Figure 1. Metal 1.
Scale bar: 20 um. Cells faint in the background.
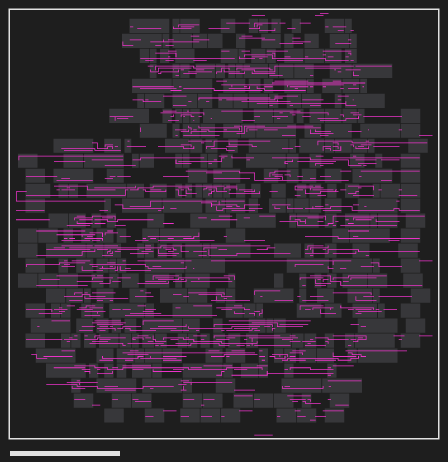
Figure 2. Close-up of the layout.
Scale bar: 5 um. Region (48, 48) to (68, 68) um. Cells in gray, sequential cells in the stronger gray; small squares are vias.
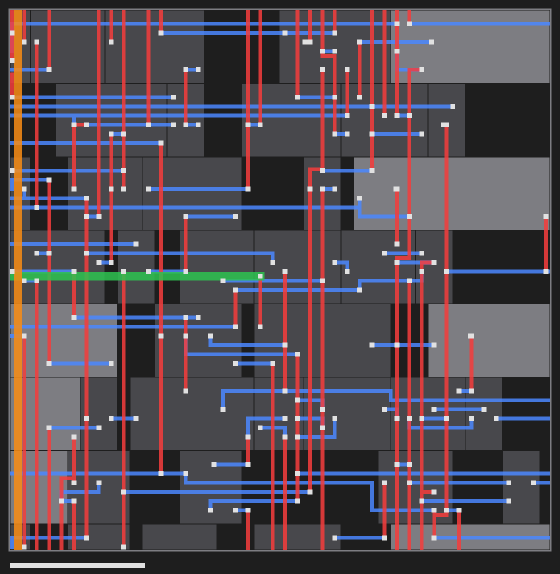
Figure 3. Routing congestion.
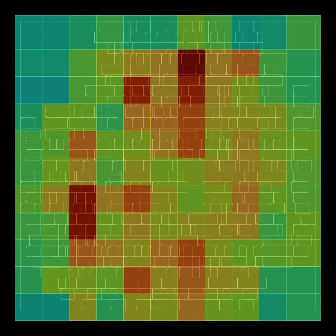
`config.mk`:
```
export PLATFORM = sky130hd
export DESIGN_NAME = pc_sequencer
export DESIGN_NICKNAME = d
export VERILOG_FILES = /design/src/rtl/pc_sequencer.sv
export SDC_FILE = /design/constraint.sdc
export NUM_CORES = 1
export LEC_CHECK = 0
export CAP_MARGIN = 20
export CORE_UTILIZATION = 40
export CTS_CLUSTER_SIZE = 8
export DETAILED_ROUTE_END_ITERATION = 12
export HOLD_SLACK_MARGIN = 0.02
export PLACE_DENSITY = 0.76
export SKIP_CTS_REPAIR_TIMING = 1
export SYNTH_ARGS = -nofsm -noshare
export SYNTH_HDL_FRONTEND = slang
export SYNTH_SLANG_ARGS = --single-unit
```
`constraint.sdc`:
```
create_clock -name i_clk -period 2.8 [get_ports i_clk]
set_clock_uncertainty 0.1 [all_clocks]
set_input_delay 0.56 -clock i_clk [delete_from_list [all_inputs] [get_ports i_clk]]
set_output_delay 0.56 -clock i_clk [all_outputs]
set_load 0.01 [all_outputs]
```
`src/rtl/pc_sequencer.sv`:
```
// pc_sequencer: next-PC source selection, stall/flush strobes and EPC capture
// for a 5-stage MIPS pipeline.
//
// Ports:
//   i_clk, i_reset (sync, active low)
//   i_irq, i_illegal_op, i_load_use, i_branch_ex, i_branch_taken,
//   i_jump_id, i_jr_id, i_pc_id[31:0], i_kernel
//   o_pcsrc[2:0] : 000 seq, 001 branch, 010 jump, 011 jr, 100 irq, 101 exc
//   o_pc_stall, o_id_stall, o_flush_if, o_flush_id (combinational)
//   o_epc_we, o_epc[31:0] (registered)
//
// Optional feature: define PCSEQ_IRQ_HOLDOFF_EN to block irq for
// HOLDOFF_CYCLES cycles after each kernel 1->0 transition.
module pc_sequencer #(
  parameter int unsigned LOAD_STALL_CYCLES = 1,
  parameter int unsigned TRAP_MASK_CYCLES  = 3
`ifdef PCSEQ_IRQ_HOLDOFF_EN
  , parameter int unsigned HOLDOFF_CYCLES  = 4
`endif
) (
  input  logic        i_clk,
  input  logic        i_reset,
  input  logic        i_irq,
  input  logic        i_illegal_op,
  input  logic        i_load_use,
  input  logic        i_branch_ex,
  input  logic        i_branch_taken,
  input  logic        i_jump_id,
  input  logic        i_jr_id,
  input  logic [31:0] i_pc_id,
  input  logic        i_kernel,
  output logic [2:0]  o_pcsrc,
  output logic        o_pc_stall,
  output logic        o_id_stall,
  output logic        o_flush_if,
  output logic        o_flush_id,
  output logic        o_epc_we,
  output logic [31:0] o_epc
);

  localparam int unsigned LCNT_W = 3;
  localparam int unsigned MCNT_W = 4;

  typedef enum logic [1:0] {
    S_RUN      = 2'd0,
    S_LSTALL   = 2'd1,
    S_TRAPMASK = 2'd2
  } state_t;

  state_t              r_state;
  logic [LCNT_W-1:0]   r_lcnt;     // extra bubble cycles still owed
  logic [MCNT_W-1:0]   r_mcnt;     // trap-mask cycles still to run
  logic                r_irq_pend;

  state_t              w_state_nxt;
  logic [LCNT_W-1:0]   w_lcnt_nxt;
  logic [MCNT_W-1:0]   w_mcnt_nxt;
  logic                w_pend_nxt;
  logic                w_masked;
  logic                w_stalling;
  logic                w_take_br;
  logic                w_holdoff;
  logic                w_irq_ok;
  logic                w_irq_eff;
  logic                w_trap_ill;
  logic                w_trap_irq;
  logic                w_trap;
  logic                w_set_pend;
  logic                w_start_ls;

`ifdef PCSEQ_IRQ_HOLDOFF_EN
  localparam int unsigned HCNT_W = 8;
  logic              r_kernel_q;
  logic [HCNT_W-1:0] r_hcnt;
  logic              w_kfall;

  // The falling-edge cycle itself is already blocked, then HOLDOFF_CYCLES-1 more.
  assign w_kfall   = r_kernel_q & ~i_kernel;
  assign w_holdoff = w_kfall | (r_hcnt != '0);

  always_ff @(posedge i_clk) begin
    if (!i_reset) begin
      r_kernel_q <= 1'b0;
      r_hcnt     <= '0;
    end else begin
      r_kernel_q <= i_kernel;
      if (w_kfall)
        r_hcnt <= HCNT_W'(HOLDOFF_CYCLES - 1);
      else if (r_hcnt != '0)
        r_hcnt <= r_hcnt - HCNT_W'(1);
    end
  end
`else
  assign w_holdoff = 1'b0;
`endif

  assign w_masked   = (r_state == S_TRAPMASK);
  assign w_stalling = (r_lcnt != '0);
  assign w_take_br  = i_branch_ex & i_branch_taken;
  assign w_irq_ok   = ~i_kernel & ~w_holdoff;
  assign w_irq_eff  = (i_irq | r_irq_pend) & w_irq_ok;
  assign w_trap     = w_trap_ill | w_trap_irq;

  // Priority resolution for PC source and strobes.
  always_comb begin
    o_pcsrc    = 3'b000;
    o_pc_stall = 1'b0;
    o_id_stall = 1'b0;
    o_flush_if = 1'b0;
    o_flush_id = 1'b0;
    w_trap_ill = 1'b0;
    w_trap_irq = 1'b0;
    w_set_pend = 1'b0;
    w_start_ls = 1'b0;
    if (i_reset) begin
      if (!w_masked && i_illegal_op) begin
        o_pcsrc    = 3'b101;
        o_flush_if = 1'b1;
        o_flush_id = 1'b1;
        w_trap_ill = 1'b1;
      end else if (!w_masked && w_irq_eff && !w_take_br) begin
        o_pcsrc    = 3'b100;
        o_flush_if = 1'b1;
        o_flush_id = 1'b1;
        w_trap_irq = 1'b1;
      end else if (w_stalling) begin
        o_pc_stall = 1'b1;
        o_id_stall = 1'b1;
        o_flush_id = 1'b1;
      end else if (w_take_br) begin
        o_pcsrc    = 3'b001;
        o_flush_if = 1'b1;
        o_flush_id = 1'b1;
        // irq losing to the branch is remembered, unless trap-masked
        w_set_pend = i_irq & w_irq_ok & ~w_masked;
      end else if (i_jr_id) begin
        o_pcsrc    = 3'b011;
        o_flush_if = 1'b1;
      end else if (i_jump_id) begin
        o_pcsrc    = 3'b010;
        o_flush_if = 1'b1;
      end else if (i_load_use) begin
        o_pc_stall = 1'b1;
        o_id_stall = 1'b1;
        o_flush_id = 1'b1;
        w_start_ls = 1'b1;
      end
    end
  end

  // Next-state values for counters, pending flag and state.
  always_comb begin
    w_mcnt_nxt = '0;
    w_lcnt_nxt = '0;
    w_pend_nxt = r_irq_pend;
    if (w_trap)
      w_mcnt_nxt = MCNT_W'(TRAP_MASK_CYCLES);
    else if (r_mcnt != '0)
      w_mcnt_nxt = r_mcnt - MCNT_W'(1);
    if (!w_trap) begin
      if (w_stalling)
        w_lcnt_nxt = r_lcnt - LCNT_W'(1);
      else if (w_start_ls)
        w_lcnt_nxt = LCNT_W'(LOAD_STALL_CYCLES - 1);
    end
    if (i_kernel || w_trap_irq)
      w_pend_nxt = 1'b0;
    else if (w_set_pend)
      w_pend_nxt = 1'b1;
    if (w_mcnt_nxt != '0)
      w_state_nxt = S_TRAPMASK;
    else if (w_lcnt_nxt != '0)
      w_state_nxt = S_LSTALL;
    else
      w_state_nxt = S_RUN;
  end

  // State, counters and EPC registers.
  always_ff @(posedge i_clk) begin
    if (!i_reset) begin
      r_state    <= S_RUN;
      r_lcnt     <= '0;
      r_mcnt     <= '0;
      r_irq_pend <= 1'b0;
      o_epc_we   <= 1'b0;
      o_epc      <= '0;
    end else begin
      r_state    <= w_state_nxt;
      r_lcnt     <= w_lcnt_nxt;
      r_mcnt     <= w_mcnt_nxt;
      r_irq_pend <= w_pend_nxt;
      o_epc_we   <= w_trap;
      if (w_trap_ill)
        o_epc <= i_pc_id + 32'd4;
      else if (w_trap_irq)
        o_epc <= i_pc_id;
    end
  end

endmodule

```
==> impl_metrics.json <==
{
  "run_status": "finished clean",
  "htreeDepth": 2,
  "numCtsBuffers": 5,
  "slew-limit-headroom_pct": 68.8,
  "worstPathArrival_ps": 2090,
  "top_cell": "sky130_fd_sc_hd__dfxtp_1",
  "inverters_excl_clock": 6,
  "floorplan.core_util_pct": 41.6,
  "layout.core_utilization_pct": 59.9,
  "worst_ir_drop_vdd_mv": 0.228,
  "combGateArea_um2": 1330,
  "critPathCaptureType": "output port",
  "min_delay_path_depth": 2,
  "critical-path-slowest-cell": "sky130_fd_sc_hd__or4_4",
  "sequential_cell_total": 43,
  "share_of_cells_above_drive_strength_1_pct": 12.8,
  "clock_tree_from_tritoncts": "done",
  "met3RoutedLength_um": 303,
  "dominant_cells": "combinational gates",
  "yosys-dominant-comb-family": "simple AND/OR/NAND/NOR gates",
  "floorplan.tapcells": 72,
  "drt_first_iter_violations": 82,
  "gr-usage-met1_pct": 24.7,
  "adder_share_pct": 1.64,
  "post-layout-total-power_uw": 1500,
  "die_width_um": 77.7,
  "dpl.cell_count": 423,
  "power_clock_uw": 391,
  "power_leakage_uw": 0.00121,
  "synth.ff_latch_count": 43,
  "finish.cell_count_without_fillers": 432,
  "worst-r2r-setup-slack_ps": 730,
  "worstPathRequired_ps": 2140,
  "min_path_type": "register to register",
  "grt.busiest_layer": "met2",
  "synth_stat.cells": 272,
  "synth_xor_xnor_area_share_pct": 11.1,
  "die_height_um": 77.7,
  "netlist-cell-type-count": 39,
  "r2r_cells": 6,
  "final_layout_top_logic_cells": "74 x sky130_fd_sc_hd__clkdlybuf4s50_1, 43 x sky130_fd_sc_hd__dfxtp_1, 27 x sky130_fd_sc_hd__a21oi_1",
  "sequentialPowerShare_pct": 46.3,
  "worstSetupPathType": "primary input to output port",
  "critPathTopFamily": "simple AND/OR/NAND/NOR gates",
  "final_period_minus_worst_setup_slack_ps": 2750,
  "synth_largest_type_area_fraction_pct": 37.6,
  "grt_overflow": 0,
  "top_cells_by_count": "43 x sky130_fd_sc_hd__dfxtp_1, 28 x sky130_fd_sc_hd__a21oi_1, 25 x sky130_fd_sc_hd__nor2_1",
  "share_clk_of_total_power_pct": 26.2,
  "yosys-mux-area-fraction_pct": 0.437,
  "seq_share_pct": 26.1,
  "detailedRoute.firstPassIterationCount": 4,
  "layout.nonclk_buf_share_pct": 27.7,
  "internal_power_uw": 1060,
  "seq_area_frac_synth_pct": 37.6,
  "routedLengthMet1_mm": 2.67,
  "first_global_vias": 2021,
  "whs_ps": 355,
  "dr.max_layer_used": "met4",
  "yosys.area_share.simple_pct": 26.1,
  "max_cap_viol_count": 0,
  "finalSetupTns_ps": 0,
  "detail_route.wirelength_mm": 6.01,
  "crit_path_max_incr_delay_ps": 460,
  "top_logic_cell_by_instance_count_in_the_layout": "sky130_fd_sc_hd__clkdlybuf4s50_1",
  "core.rowCount": 27,
  "grt_setup_unrepaired": "no",
  "post_synthesis_cells": 272,
  "drt-wirelength-per-cell_um": 13.9,
  "setup_slack_ps": 47.4,
  "dpl-instance-area_um2": 3210,
  "critical_path.most_common_cell": "sky130_fd_sc_hd__and2_4",
  "synth_area_leader_cell": "sky130_fd_sc_hd__dfxtp_1",
  "drc": 0,
  "hold_start": "o_epc[0]",
  "slew_violations": 0,
  "num-nets-final": 404,
  "final.period_utilization_pct": 98.3,
  "worst_slew_pin_slew_ps": 467,
  "critical_path.reg2reg.startpoint": "r_state[1]",
  "edf_count": 0,
  "power.group.top": "sequential cells",
  "ys_chip_area_um2": 2290,
  "finalSetupViolCount": 0,
  "vias": 2262,
  "power_switching_share_pct": 29.2,
  "synth-compound-area-share_pct": 17.9,
  "synth.avg_cell_area_um2": 8.42,
  "routed_via_density": 5.24,
  "chip_area_um2": 6030,
  "antenna_cells": 0,
  "logic_gates": 206,
  "grt_first_pass_wirelength_mm": 9.36,
  "area_share_clock_buf_inv_pct": 2.58,
  "registers.top_by_ff_count": "o_epc",
  "worstReg2RegEnd": "o_epc[19]",
  "met2_length_mm": 2.99,
  "reg_top3": "o_epc (32), r_mcnt (4), r_lcnt (3)",
  "warnings": 28,
  "grt_start_max_net_pins": 33,
  "synthFlopType": "sky130_fd_sc_hd__dfxtp_1",
  "worst_setup_path_endpoint": "o_flush_id",
  "syn-cell-area_um2": 2290,
  "bufs_on_longest_clock_path": 2,
  "crit_start": "i_branch_ex",
  "ff_latch_area_um2": 861,
  "cts_num_sinks": 43,
  "clkbuf_count": 6,
  "synth.net_count": 317,
  "crit_cells": 6,
  "ys.warnings.count": 0,
  "globalRouteMet3Util_pct": 4.24,
  "worst-path-max-fanout": 3,
  "final_cell_area_um2": 3300,
  "root_buffer": "sky130_fd_sc_hd__clkbuf_8",
  "crit_path_cell_trace": "clkdlybuf4s50_1 -> and2_4 -> or4_4 -> and2_4 -> a21oi_2 -> clkbuf_2",
  "largest_register_ff_count": 32,
  "antenna_found_initial": 0,
  "comb_area_share_pct": 40.2,
  "power_combinational_uw": 412,
  "detail-route-antenna-nets": 0,
  "ios": 82,
  "clock.latency.late_pin_ps": 300,
  "layout.non_clock_buffers": 97,
  "hold_viol": 0,
  "cp-start-kind": "primary input",
  "p_seq_uw": 693,
  "detailedPlace.worstSlack_ps": -458
}
## Picture notes: Figure 1
wire length on this layer	2670 um
main direction	horizontal
share of all routed wire	44%

## Picture notes: Figure 2
color	layer
red	M2
blue	M1
green	M3
orange	M4
cells with their middle in the window	33
sequential cells in the window	4
netlist names of flops here include	o_epc (3), r_irq_pend (1)
most frequent	nor2_1 (6), dfxtp_1 (4)

## Picture notes: Figure 3
GR Util All Layers: 19.7%
GR Util met2: 33.4%

